$ cat src/rtl/neighbor_select_pkg.sv
// neighbor_select_pkg: shared constants and state encoding for neighbor_select.
package neighbor_select_pkg;

    localparam int unsigned NBSEL_DATA_W = 16;
    localparam int unsigned NBSEL_COST_W = 16;
    localparam int unsigned NBSEL_DEPTH  = 16;
    localparam int unsigned NBSEL_IDX_W  = $clog2(NBSEL_DEPTH);

    typedef enum logic [2:0] {
        ST_IDLE    = 3'd0,
        ST_COLLECT = 3'd1,
        ST_REQ     = 3'd2,
        ST_WAIT    = 3'd3,
        ST_READ    = 3'd4,
        ST_OUT     = 3'd5
    } nbsel_state_e;

endpackage

$ cat src/rtl/nbsel_buffer.sv
// nbsel_buffer: DEPTH x W register file, one write port, registered read port.
// Entry contents are not reset; only the read register is.
module nbsel_buffer
    import neighbor_select_pkg::*;
#(
    parameter int unsigned W     = NBSEL_DATA_W + NBSEL_COST_W,
    parameter int unsigned DEPTH = NBSEL_DEPTH,
    parameter int unsigned IDX_W = NBSEL_IDX_W
) (
    input  logic             clock,
    input  logic             reset,
    input  logic             we,
    input  logic [IDX_W-1:0] waddr,
    input  logic [W-1:0]     wdata,
    input  logic             re,
    input  logic [IDX_W-1:0] raddr,
    output logic [W-1:0]     rdata
);

    logic [W-1:0] mem_q [DEPTH];
    logic [W-1:0] rdata_q;
    logic [W-1:0] rdata_d;

    // Storage write
    always_ff @(posedge clock) begin
        if (we) begin
            mem_q[waddr] <= wdata;
        end
    end

    // Read data holds until the next read enable
    always_comb begin
        rdata_d = rdata_q;
        if (re) begin
            rdata_d = mem_q[raddr];
        end
    end

    // Read register
    always_ff @(posedge clock) begin
        if (reset) begin
            rdata_q <= '0;
        end else begin
            rdata_q <= rdata_d;
        end
    end

    assign rdata = rdata_q;

endmodule

$ cat src/rtl/neighbor_select.sv
// neighbor_select: buffers candidates cheaper than the current cost, then picks
// one through the rngAddress handshake and presents it to the search controller.
// Optional build macro NEIGHBOR_SELECT_GREEDY_EN: pick the cheapest buffered
// entry (earliest on ties) and skip the rngAddress handshake.
module neighbor_select
    import neighbor_select_pkg::*;
#(
    parameter int unsigned DATA_W = NBSEL_DATA_W,
    parameter int unsigned COST_W = NBSEL_COST_W,
    parameter int unsigned DEPTH  = NBSEL_DEPTH
) (
    input  logic              clock,
    input  logic              reset,
    input  logic              start,
    input  logic [COST_W-1:0] current_cost,
    input  logic              nb_valid,
    output logic              nb_ready,
    input  logic [DATA_W-1:0] nb_data,
    input  logic [COST_W-1:0] nb_cost,
    input  logic              nb_last,
    output logic              start_rng_address,
    output logic [15:0]       better_neighbor_count,
    input  logic [15:0]       rng_address_in,
    input  logic              done_rng_address,
    output logic              sel_valid,
    output logic [DATA_W-1:0] sel_data,
    output logic [COST_W-1:0] sel_cost,
    output logic              none_better,
    output logic              overflow,
    output logic              busy
);

    localparam int unsigned IDX_W = $clog2(DEPTH);
    localparam int unsigned CNT_W = $clog2(DEPTH + 1);
    localparam int unsigned ENT_W = DATA_W + COST_W;

    nbsel_state_e      state_q, state_d;
    logic [COST_W-1:0] cur_cost_q, cur_cost_d;
    logic [CNT_W-1:0]  count_q, count_d;
    logic              overflow_q, overflow_d;
    logic              none_q, none_d;
    logic [IDX_W-1:0]  sel_idx_q, sel_idx_d;
`ifdef NEIGHBOR_SELECT_GREEDY_EN
    logic [IDX_W-1:0]  best_idx_q, best_idx_d;
    logic [COST_W-1:0] best_cost_q, best_cost_d;
    logic              unused_rng;
    assign unused_rng = ^{rng_address_in, done_rng_address};
`endif

    logic              beat;
    logic              better;
    logic              room;
    logic [CNT_W-1:0]  count_m1;
    logic              buf_we;
    logic              buf_re;
    logic [ENT_W-1:0]  buf_rdata;

    nbsel_buffer #(
        .W     (ENT_W),
        .DEPTH (DEPTH),
        .IDX_W (IDX_W)
    ) u_buffer (
        .clock (clock),
        .reset (reset),
        .we    (buf_we),
        .waddr (count_q[IDX_W-1:0]),
        .wdata ({nb_data, nb_cost}),
        .re    (buf_re),
        .raddr (sel_idx_q),
        .rdata (buf_rdata)
    );

    assign beat     = nb_valid && (state_q == ST_COLLECT);
    assign better   = nb_cost < cur_cost_q;
    assign room     = count_q < CNT_W'(DEPTH);
    assign count_m1 = count_q - CNT_W'(1);

    // Next-state and iteration bookkeeping
    always_comb begin
        state_d    = state_q;
        cur_cost_d = cur_cost_q;
        count_d    = count_q;
        overflow_d = overflow_q;
        none_d     = none_q;
        sel_idx_d  = sel_idx_q;
        buf_we     = 1'b0;
        buf_re     = 1'b0;
`ifdef NEIGHBOR_SELECT_GREEDY_EN
        best_idx_d  = best_idx_q;
        best_cost_d = best_cost_q;
`endif
        case (state_q)
            ST_IDLE: begin
                if (start) begin
                    cur_cost_d = current_cost;
                    count_d    = '0;
                    overflow_d = 1'b0;
                    none_d     = 1'b0;
                    state_d    = ST_COLLECT;
                end
            end
            ST_COLLECT: begin
                if (beat) begin
                    if (better) begin
                        if (room) begin
                            buf_we  = 1'b1;
                            count_d = count_q + CNT_W'(1);
`ifdef NEIGHBOR_SELECT_GREEDY_EN
                            if ((count_q == '0) || (nb_cost < best_cost_q)) begin
                                best_idx_d  = count_q[IDX_W-1:0];
                                best_cost_d = nb_cost;
                            end
`endif
                        end else begin
                            overflow_d = 1'b1;
                        end
                    end
                    // The last beat is counted above before deciding where to go.
                    if (nb_last) begin
                        if (count_d == '0) begin
                            none_d  = 1'b1;
                            state_d = ST_OUT;
                        end else begin
`ifdef NEIGHBOR_SELECT_GREEDY_EN
                            sel_idx_d = best_idx_d;
                            state_d   = ST_READ;
`else
                            state_d   = ST_REQ;
`endif
                        end
                    end
                end
            end
            ST_REQ: begin
                state_d = ST_WAIT;
            end
            ST_WAIT: begin
                if (done_rng_address) begin
                    if (rng_address_in < 16'(count_q)) begin
                        sel_idx_d = rng_address_in[IDX_W-1:0];
                    end else begin
                        sel_idx_d = count_m1[IDX_W-1:0];
                    end
                    state_d = ST_READ;
                end
            end
            ST_READ: begin
                buf_re  = 1'b1;
                state_d = ST_OUT;
            end
            ST_OUT: begin
                state_d = ST_IDLE;
            end
            default: begin
                state_d = ST_IDLE;
            end
        endcase
    end

    // State and bookkeeping registers
    always_ff @(posedge clock) begin
        if (reset) begin
            state_q    <= ST_IDLE;
            cur_cost_q <= '0;
            count_q    <= '0;
            overflow_q <= 1'b0;
            none_q     <= 1'b0;
            sel_idx_q  <= '0;
`ifdef NEIGHBOR_SELECT_GREEDY_EN
            best_idx_q  <= '0;
            best_cost_q <= '0;
`endif
        end else begin
            state_q    <= state_d;
            cur_cost_q <= cur_cost_d;
            count_q    <= count_d;
            overflow_q <= overflow_d;
            none_q     <= none_d;
            sel_idx_q  <= sel_idx_d;
`ifdef NEIGHBOR_SELECT_GREEDY_EN
            best_idx_q  <= best_idx_d;
            best_cost_q <= best_cost_d;
`endif
        end
    end

    assign nb_ready              = (state_q == ST_COLLECT);
    assign busy                  = (state_q != ST_IDLE);
    assign sel_valid             = (state_q == ST_OUT);
    assign better_neighbor_count = 16'(count_q);
    assign overflow              = overflow_q;
    assign none_better           = none_q;
`ifdef NEIGHBOR_SELECT_GREEDY_EN
    assign start_rng_address     = 1'b0;
`else
    assign start_rng_address     = (state_q == ST_REQ) || (state_q == ST_WAIT);
`endif
    // Buffer read register holds the pick; the no-better case overrides it.
    assign sel_data = none_q ? '0 : buf_rdata[ENT_W-1:COST_W];
    assign sel_cost = none_q ? cur_cost_q : buf_rdata[COST_W-1:0];

endmodule

$ cat config.mk
export PLATFORM = sky130hd
export DESIGN_NAME = neighbor_select
export DESIGN_NICKNAME = d
export VERILOG_FILES = /design/src/rtl/neighbor_select_pkg.sv /design/src/rtl/nbsel_buffer.sv /design/src/rtl/neighbor_select.sv
export SDC_FILE = /design/constraint.sdc
export NUM_CORES = 1
export LEC_CHECK = 0
export CORE_ASPECT_RATIO = 1.5
export CORE_MARGIN = 2
export CORE_UTILIZATION = 25
export DETAILED_ROUTE_END_ITERATION = 12
export GPL_TIMING_DRIVEN = 0
export HOLD_SLACK_MARGIN = 0.08
export MAX_ROUTING_LAYER = met4
export PLACE_DENSITY_LB_ADDON = 0.15
export SKIP_LAST_GASP = 1
export SYNTH_ARGS = -nofsm -noshare
export SYNTH_HDL_FRONTEND = slang
export SYNTH_SLANG_ARGS = --single-unit
$ cat constraint.sdc
create_clock -name clock -period 8.1 [get_ports clock]
set_input_delay 0.81 -clock clock [delete_from_list [all_inputs] [get_ports clock]]
set_output_delay 0.81 -clock clock [all_outputs]
set_load 0.02 [all_outputs]
Fig. 1: supply network
The bar under the picture is 100 um long. Pins as bars on the die edge. Tap cells in grey.
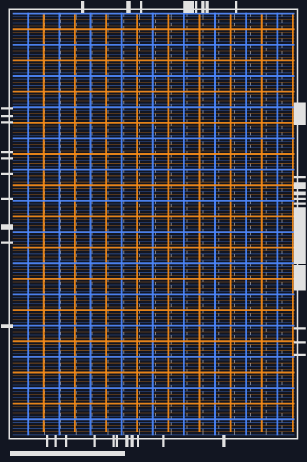
Orange marks VDD. Blue marks VSS.
27 straps on met5. 18 straps on met4. 1164 tap cells.
die width: 250 um
worst vdd ir: 143 uV
core area: 90200 sq um

Fig. 2: placement by cell class
The bar under the picture is 100 um long.
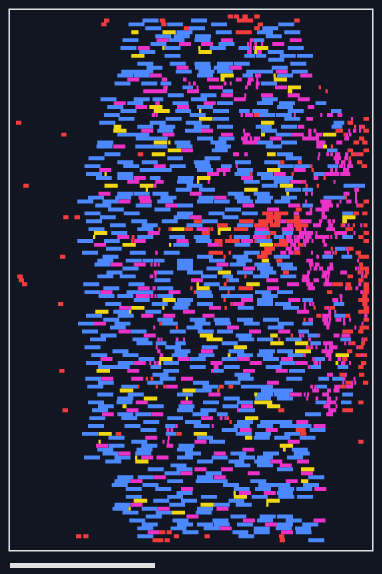
Magenta marks all other logic, cells 534, share of their area 22%. Yellow marks clock drivers and dummy loads, cells 100, share of their area 6.7%. Red marks other buffers and delay cells, cells 224, share of their area 8.1%. Blue marks flops, cells 574, share of their area 63%.
row count: 135
fin util: 30.9%
sequential cell area share: 59.6%

Fig. 3: clock network drawn from the DEF
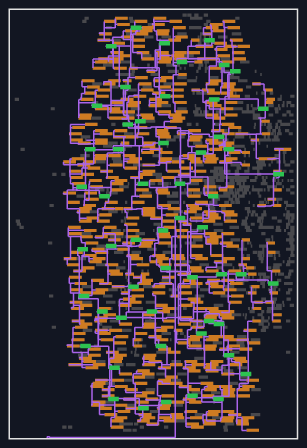
Orange marks flip-flops, count 574. Purple marks clock wires, length 7620 um. Green marks cells driving clock nets, count 55.
There are 56 routed clock nets.
Layout Skew: 0.0131 ns
clock power share: 41.3%
P_clk: 2.55 mW
clk_lat worst skew: 0.62 ns

Fig. 4: wiring by layer
The bar under the picture is 100 um long. Two of the layers only.
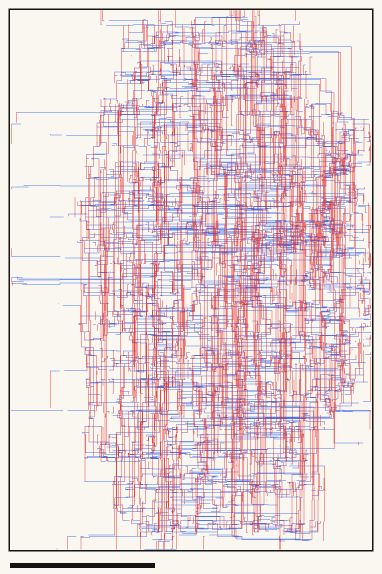
Red marks met2, wire length 35.8 mm. Blue marks met1, wire length 27.2 mm.
DR vias: 11.8k
WL/cell: 25.9 um
routed wire length: 67200 um

==> final cells by class <==
cell class / instances / share of cell area (%)
sequential: 574 / 59.6
multi-input combinational: 511 / 20.8
timing repair buffer: 150 / 6.47
clock buffer: 76 / 5.51
tap: 1164 / 5.23
buffer: 74 / 1.21
clock inverter: 24 / 0.795
inverter: 23 / 0.310
antenna: 1 / 0.00898
==> registers in the layout, summed over array words and instances (netlist names) <==
name and flops:
u_buffer.mem_q 512, overflow 1, none_better 1, count_q 5, sel_idx_q 4, cur_cost_q 16
state_q 3, u_buffer.rdata 32
==> flow_summary_export.csv <==
group,metric,value,unit
run_status,status,"complete, no violations",
routing,top_layer_used,"met4",
finish,area_delta_synth_final,22.8,%
worst_setup_path,cp_max_fo,18,
logic_synthesis,ff_type,"edfxtp_1",
logic_synthesis,synth_stat.cells,1172,
power_and_ir_drop,p_per_area,221,nW/um^2
clocking,clock_sinks,574,
worst_setup_path,arrival,4.96,ns
placed_design,gp_routability_congestion,0.764,
worst_setup_path,slowest_delay,0.90,ns
logic_synthesis,adder_share,1.32,%
power_and_ir_drop,intPower,4.80,mW
final_timing,hold_viol,0,
power_and_ir_drop,p_comb_share,5.6,%
routing,wl_met2,35800,um
clocking,clk_pin_slew,0.06,ns
logic_synthesis,synth_top_area_share,67.7,%
global_route,grtUsageMet2,26.6,%
routing,avgViaCountPerCell,4.53,
finish,seq_area,16600,sq um
logic_synthesis,ys.warnings.count,0,
logic_synthesis,synth_top_cell_by_count,"edfxtp_1",
logic_synthesis,ys_sh_mux,16.7,%
placed_design,place_area,26100,sq um
worst_setup_path,r2r_end,"u_buffer.mem_q[4][13]",
global_route,grt_overflow,0,
finish,final_net_count,1483,
final_timing,setup_ws,3.44,ns
clocking,cts_hold_buf,0,
min_path,holdPathEnd,"u_buffer.rdata[4]",
routing,postRouteAntennaNets,0,
job,maxCapViolations,0,
finish,fill_cells,8821,
final_timing,rsz0062_at_grt,"no",
global_route,met1_usage,17.4,%
floorplan,fp-utilization,25.2,%
placed_design,dp.cells,2496,
clocking,cts_buffer_depth,3,
final_timing,worstMarginPinSlew,1.15,ns
logic_synthesis,synth_area_per_cell,19.4,sq um
job,warnings,30,
finish,drive_gt1_share,24.4,%
finish,layout_top_cells,"512 x edfxtp_1, 160 x mux4_2, 112 x clkdlybuf4s50_1",
logic_synthesis,ys_area,22700,sq um
worst_setup_path,start_kind,"input pin",
floorplan,io_pins,124,
clocking,cts_tree,"done",
Power and IR drop assume default switching activity.
